<file path="src/rtl/quiz_buzzer_pkg.sv">
// Shared definitions for the quiz buzzer arbiter: FSM encoding and sizing helpers.
// Latency: n/a (package only).
// Backpressure: n/a.
package quiz_buzzer_pkg;

    // FSM encoding, kept as plain constants so older tools accept it unchanged.
    localparam logic [1:0] ST_IDLE    = 2'd0;
    localparam logic [1:0] ST_SHOW    = 2'd1;
    localparam logic [1:0] ST_RELEASE = 2'd2;

    // Bits needed to count 0..n-1, never less than one bit.
    function automatic int cnt_w(input int n);
        return (n < 2) ? 1 : $clog2(n);
    endfunction

    // Increment v, saturating at the largest value representable in w bits.
    function automatic logic [31:0] sat_inc(input logic [31:0] v, input int unsigned w);
        logic [63:0] mx;
        mx = (64'd1 << w) - 64'd1;
        if ({32'd0, v} >= mx) begin
            return v;
        end
        return v + 32'd1;
    endfunction

endpackage

</file>
<file path="src/rtl/press_qualifier.sv">
// Per-team press qualifier: counts consecutive enabled high cycles of one button.
// Latency: qualify_o is combinational, asserted during the HOLD_CYCLES-th high cycle.
// Backpressure: none; dropping en_i or btn_i clears the count.
module press_qualifier
    import quiz_buzzer_pkg::*;
#(
    parameter int HOLD_CYCLES = 50_000_000
) (
    input  logic clk,
    input  logic rst_n,
    input  logic en_i,
    input  logic btn_i,
    output logic qualify_o
);

    localparam int              CW   = cnt_w(HOLD_CYCLES);
    localparam logic [CW-1:0]   LAST = CW'(HOLD_CYCLES - 1);

    logic [CW-1:0] cnt_q;
    logic [CW-1:0] cnt_d;
    logic          active;

    assign active    = en_i && btn_i;
    assign qualify_o = active && (cnt_q == LAST);

    // Count while enabled and pressed; any gap or disable restarts from zero.
    always_comb begin
        cnt_d = '0;
        if (active) begin
            cnt_d = (cnt_q == LAST) ? cnt_q : cnt_q + CW'(1);
        end
    end

    // Hold counter register.
    always_ff @(posedge clk or negedge rst_n) begin
        if (!rst_n) begin
            cnt_q <= '0;
        end else begin
            cnt_q <= cnt_d;
        end
    end

endmodule

</file>
<file path="src/rtl/quiz_buzzer_arbiter.sv">
// Quiz buzzer arbiter: first team to hold its button wins, judge scores or locks out.
// Latency: winner outputs register one cycle after the qualifying cycle.
// Backpressure: none; presses outside IDLE or from locked-out teams are ignored.
module quiz_buzzer_arbiter
    import quiz_buzzer_pkg::*;
#(
    parameter int N_TEAMS     = 4,
    parameter int HOLD_CYCLES = 50_000_000,
    parameter int SHOW_CYCLES = 300_000_000,
    parameter int SCORE_W     = 8
) (
    input  logic                         clk,
    input  logic                         rst_n,
    input  logic [N_TEAMS-1:0]           team_btn,
    input  logic                         judge_correct,
    input  logic                         judge_wrong,
    input  logic                         score_clr,
    output logic [N_TEAMS-1:0]           led,
    output logic                         winner_valid,
    output logic [$clog2(N_TEAMS)-1:0]   winner_id,
    output logic [N_TEAMS-1:0]           lockout,
    output logic [N_TEAMS*SCORE_W-1:0]   scores
);

    localparam int             IDW       = $clog2(N_TEAMS);
    localparam int             SCW       = cnt_w(SHOW_CYCLES);
    localparam logic [SCW-1:0] SHOW_LAST = SCW'(SHOW_CYCLES - 1);

    logic [1:0]                 state_q,    state_d;
    logic [SCW-1:0]             show_cnt_q, show_cnt_d;
    logic [N_TEAMS-1:0]         led_q,      led_d;
    logic [IDW-1:0]             wid_q,      wid_d;
    logic [N_TEAMS-1:0]         lock_q,     lock_d;
    logic [N_TEAMS*SCORE_W-1:0] scores_q,   scores_d;

    logic [N_TEAMS-1:0]         qual;
    logic                       any_qual;
    logic [IDW-1:0]             win_idx;
    logic [N_TEAMS-1:0]         lock_wrong;
    logic                       show_exit;

    // One hold counter per team; only IDLE, unlocked teams may accumulate.
    for (genvar g = 0; g < N_TEAMS; g++) begin : g_qual
        press_qualifier #(
            .HOLD_CYCLES (HOLD_CYCLES)
        ) u_press_qualifier (
            .clk       (clk),
            .rst_n     (rst_n),
            .en_i      ((state_q == ST_IDLE) && !lock_q[g] && !score_clr),
            .btn_i     (team_btn[g]),
            .qualify_o (qual[g])
        );
    end

    // Lowest-index qualifier wins a same-cycle tie.
    always_comb begin
        any_qual = 1'b0;
        win_idx  = '0;
        for (int i = N_TEAMS - 1; i >= 0; i--) begin
            if (qual[i]) begin
                any_qual = 1'b1;
                win_idx  = IDW'(i);
            end
        end
    end

    // A wrong answer locks the winner out, unless that would bar everyone.
    assign lock_wrong = lock_q | led_q;

    // Next-state logic; score_clr overrides any verdict or state.
    always_comb begin
        state_d    = state_q;
        show_cnt_d = '0;
        led_d      = led_q;
        wid_d      = wid_q;
        lock_d     = lock_q;
        scores_d   = scores_q;
        show_exit  = 1'b0;

        case (state_q)
            ST_IDLE: begin
                if (any_qual) begin
                    state_d        = ST_SHOW;
                    led_d          = '0;
                    led_d[win_idx] = 1'b1;
                    wid_d          = win_idx;
                end
            end
            ST_SHOW: begin
                show_cnt_d = show_cnt_q + SCW'(1);
                if (judge_correct) begin
                    for (int i = 0; i < N_TEAMS; i++) begin
                        if (IDW'(i) == wid_q) begin
                            scores_d[i*SCORE_W +: SCORE_W] =
                                SCORE_W'(sat_inc(32'(scores_q[i*SCORE_W +: SCORE_W]), SCORE_W));
                        end
                    end
                    lock_d    = '0;
                    show_exit = 1'b1;
                end else if (judge_wrong) begin
                    lock_d    = (&lock_wrong) ? '0 : lock_wrong;
                    show_exit = 1'b1;
                end else if (show_cnt_q == SHOW_LAST) begin
                    show_exit = 1'b1;
                end
                if (show_exit) begin
                    state_d    = ST_RELEASE;
                    show_cnt_d = '0;
                    led_d      = '0;
                    wid_d      = '0;
                end
            end
            ST_RELEASE: begin
                if (team_btn == '0) begin
                    state_d = ST_IDLE;
                end
            end
            default: begin
                state_d = ST_IDLE;
            end
        endcase

        if (score_clr) begin
            state_d    = ST_IDLE;
            show_cnt_d = '0;
            led_d      = '0;
            wid_d      = '0;
            lock_d     = '0;
            scores_d   = '0;
        end
    end

    // State, winner display, lockout and score registers.
    always_ff @(posedge clk or negedge rst_n) begin
        if (!rst_n) begin
            state_q    <= ST_IDLE;
            show_cnt_q <= '0;
            led_q      <= '0;
            wid_q      <= '0;
            lock_q     <= '0;
            scores_q   <= '0;
        end else begin
            state_q    <= state_d;
            show_cnt_q <= show_cnt_d;
            led_q      <= led_d;
            wid_q      <= wid_d;
            lock_q     <= lock_d;
            scores_q   <= scores_d;
        end
    end

    assign led          = led_q;
    assign winner_valid = (state_q == ST_SHOW);
    assign winner_id    = wid_q;
    assign lockout      = lock_q;
    assign scores       = scores_q;

endmodule
</file>
<file path="config.mk">
export PLATFORM = sky130hd
export DESIGN_NAME = quiz_buzzer_arbiter
export DESIGN_NICKNAME = d
export VERILOG_FILES = /design/src/rtl/quiz_buzzer_pkg.sv /design/src/rtl/press_qualifier.sv /design/src/rtl/quiz_buzzer_arbiter.sv
export SDC_FILE = /design/constraint.sdc
export NUM_CORES = 1
export LEC_CHECK = 0
export CAP_MARGIN = 20
export CORE_MARGIN = 2
export CORE_UTILIZATION = 25
export CTS_CLUSTER_SIZE = 30
export DETAILED_ROUTE_END_ITERATION = 7
export DONT_BUFFER_PORTS = 1
export GPL_TIMING_DRIVEN = 1
export PLACE_DENSITY = 0.47
export SLEW_MARGIN = 25
export SYNTH_ARGS = -nofsm -noshare
export SYNTH_HDL_FRONTEND = slang
export SYNTH_SLANG_ARGS = --single-unit
</file>
<file path="constraint.sdc">
create_clock -name clk -period 5.05 [get_ports clk]
set_clock_uncertainty 0.05 [all_clocks]
set_input_delay 1.01 -clock clk [delete_from_list [all_inputs] [get_ports clk]]
set_output_delay 1.01 -clock clk [all_outputs]
set_load 0.05 [all_outputs]
</file>
Figure 1. The metal 1 layer.
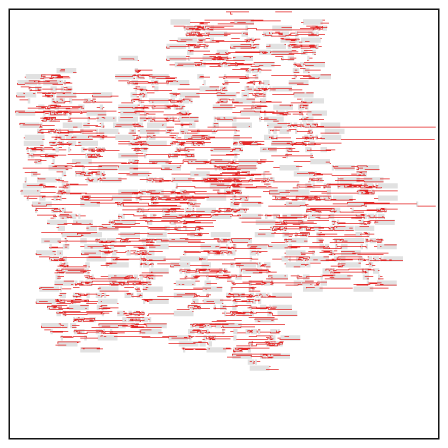
nets with wire on the layer = 868
longest straight run = 56.1 um

Figure 2. Signal wires on met2.
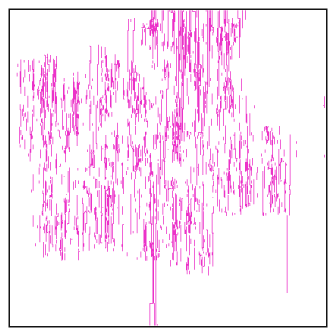
share of all routed wire = 45%
longest straight run = 73.7 um
main direction = vertical
wire length on this layer = 8,700 um
nets with wire on the layer = 717

==> run summary <==
Flow results.

- The number of buffers created by CTS is 17.
- TritonCTS built the clock tree.
- In the power breakdown, the biggest contributor is sequential cells.
- At the floorplan stage, the core utilization is reported as 25.4%.
- The violation tally recorded at the end of detailed-routing iteration 0 is 333.
- In the Yosys report, the sequential cells make up 50.3% of the chip area.
- The simple-gate area share of the yosys netlist is 27.1%.
- The setup check on the worst reg-to-reg path leaves a slack of 2430 ps.
- The number of antenna violations at the first check in global routing is 1.
- The most used flip-flop cell after synthesis is dfrtp_1.
- The tally of unique sky130hd cells used after synthesis is 62.
- Sequential cells make up 44.8% of the cell area.
- The largest buffer count on any clock path is 2.
- Along the worst path, the maximum fanout reaches 4.
- Before antenna repair, the detailed router went through 4 iterations.
- The cell total in the yosys stat output is 910.
- The script extracted a net switching power of 0.646 mW.
- The main area contributors are dfrtp_1 (50%), xor2_1 (9.1%), nor2_1 (7.5%), xnor2_1 (3.8%), nand4_1 (3.5%).
- Global route summary, busiest routing layer listed as met2.
- The area added between synthesis and finish is 12.2%.
- The share of power burned in combinational logic is 1.5%.
- The area fraction in compound gates after synthesis is 5.67%.
- The flow inserted 455 tap cells.
- The portion of the clock cycle consumed by the worst path in the final layout is 52.2%.
- The final standard cell area without fillers is 9880 sq um.
- The share of synthesized registers carrying an async set or reset is 100%.
- The clock tree synthesis step divided the H-tree into 4 levels.
- For this run, the script counts the antenna cells in the layout as 0.
- Overall power consumption after layout is estimated at 2.78 mW.
- In this design, the critical path's most frequently occurring cell is inv_1.
- At the end of the flow, the number of nets in the layout was 929.
- Traced cell by cell, the critical path runs through inv_1 -> nand2_1 -> inv_1.
- For the combinational group, total power comes out at 0.0411 mW.
- The total length of routed met2 wires is 8700 um.
- In this run the post-CTS setup repair buffer count came out at 0.
- In the finished layout, the clock tree contains a buffer count of 19.
- The flow ran to the end, and the final reports show no timing, DRC or antenna violations.
- The detailed-route via count is 6,334.
- The number of stages on the worst setup path is 3.
- The arrival time at the worst endpoint is 1580 ps.
- The worst hold slack across all endpoints is 238 ps.
- The fraction of layout instances using a drive strength above 1 is 6.28%.
- The floorplan step set the die width to 192 um.
- The multi-input logic cell count is 694.
- Per the OpenROAD floorplan log, the height of the die is 192 um.
- In this run the power density over the cells is 282 nW/um^2.
- The number of global-route vias before repair is 6,286.
- The uppermost layer routed is met5.
- The maximum number of pins on one net before global-route repair is 178.
Figure 3. M3 wires.
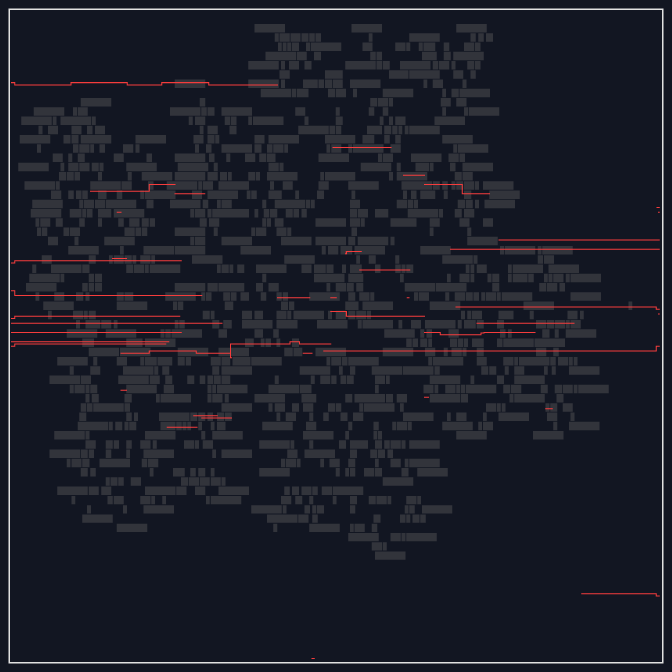
nets with wire on the layer = 27
longest straight run = 97.8 um
main direction = horizontal
wire length on this layer = 1,050 um
share of all routed wire = 5.4%

Power and IR drop assume default switching activity.
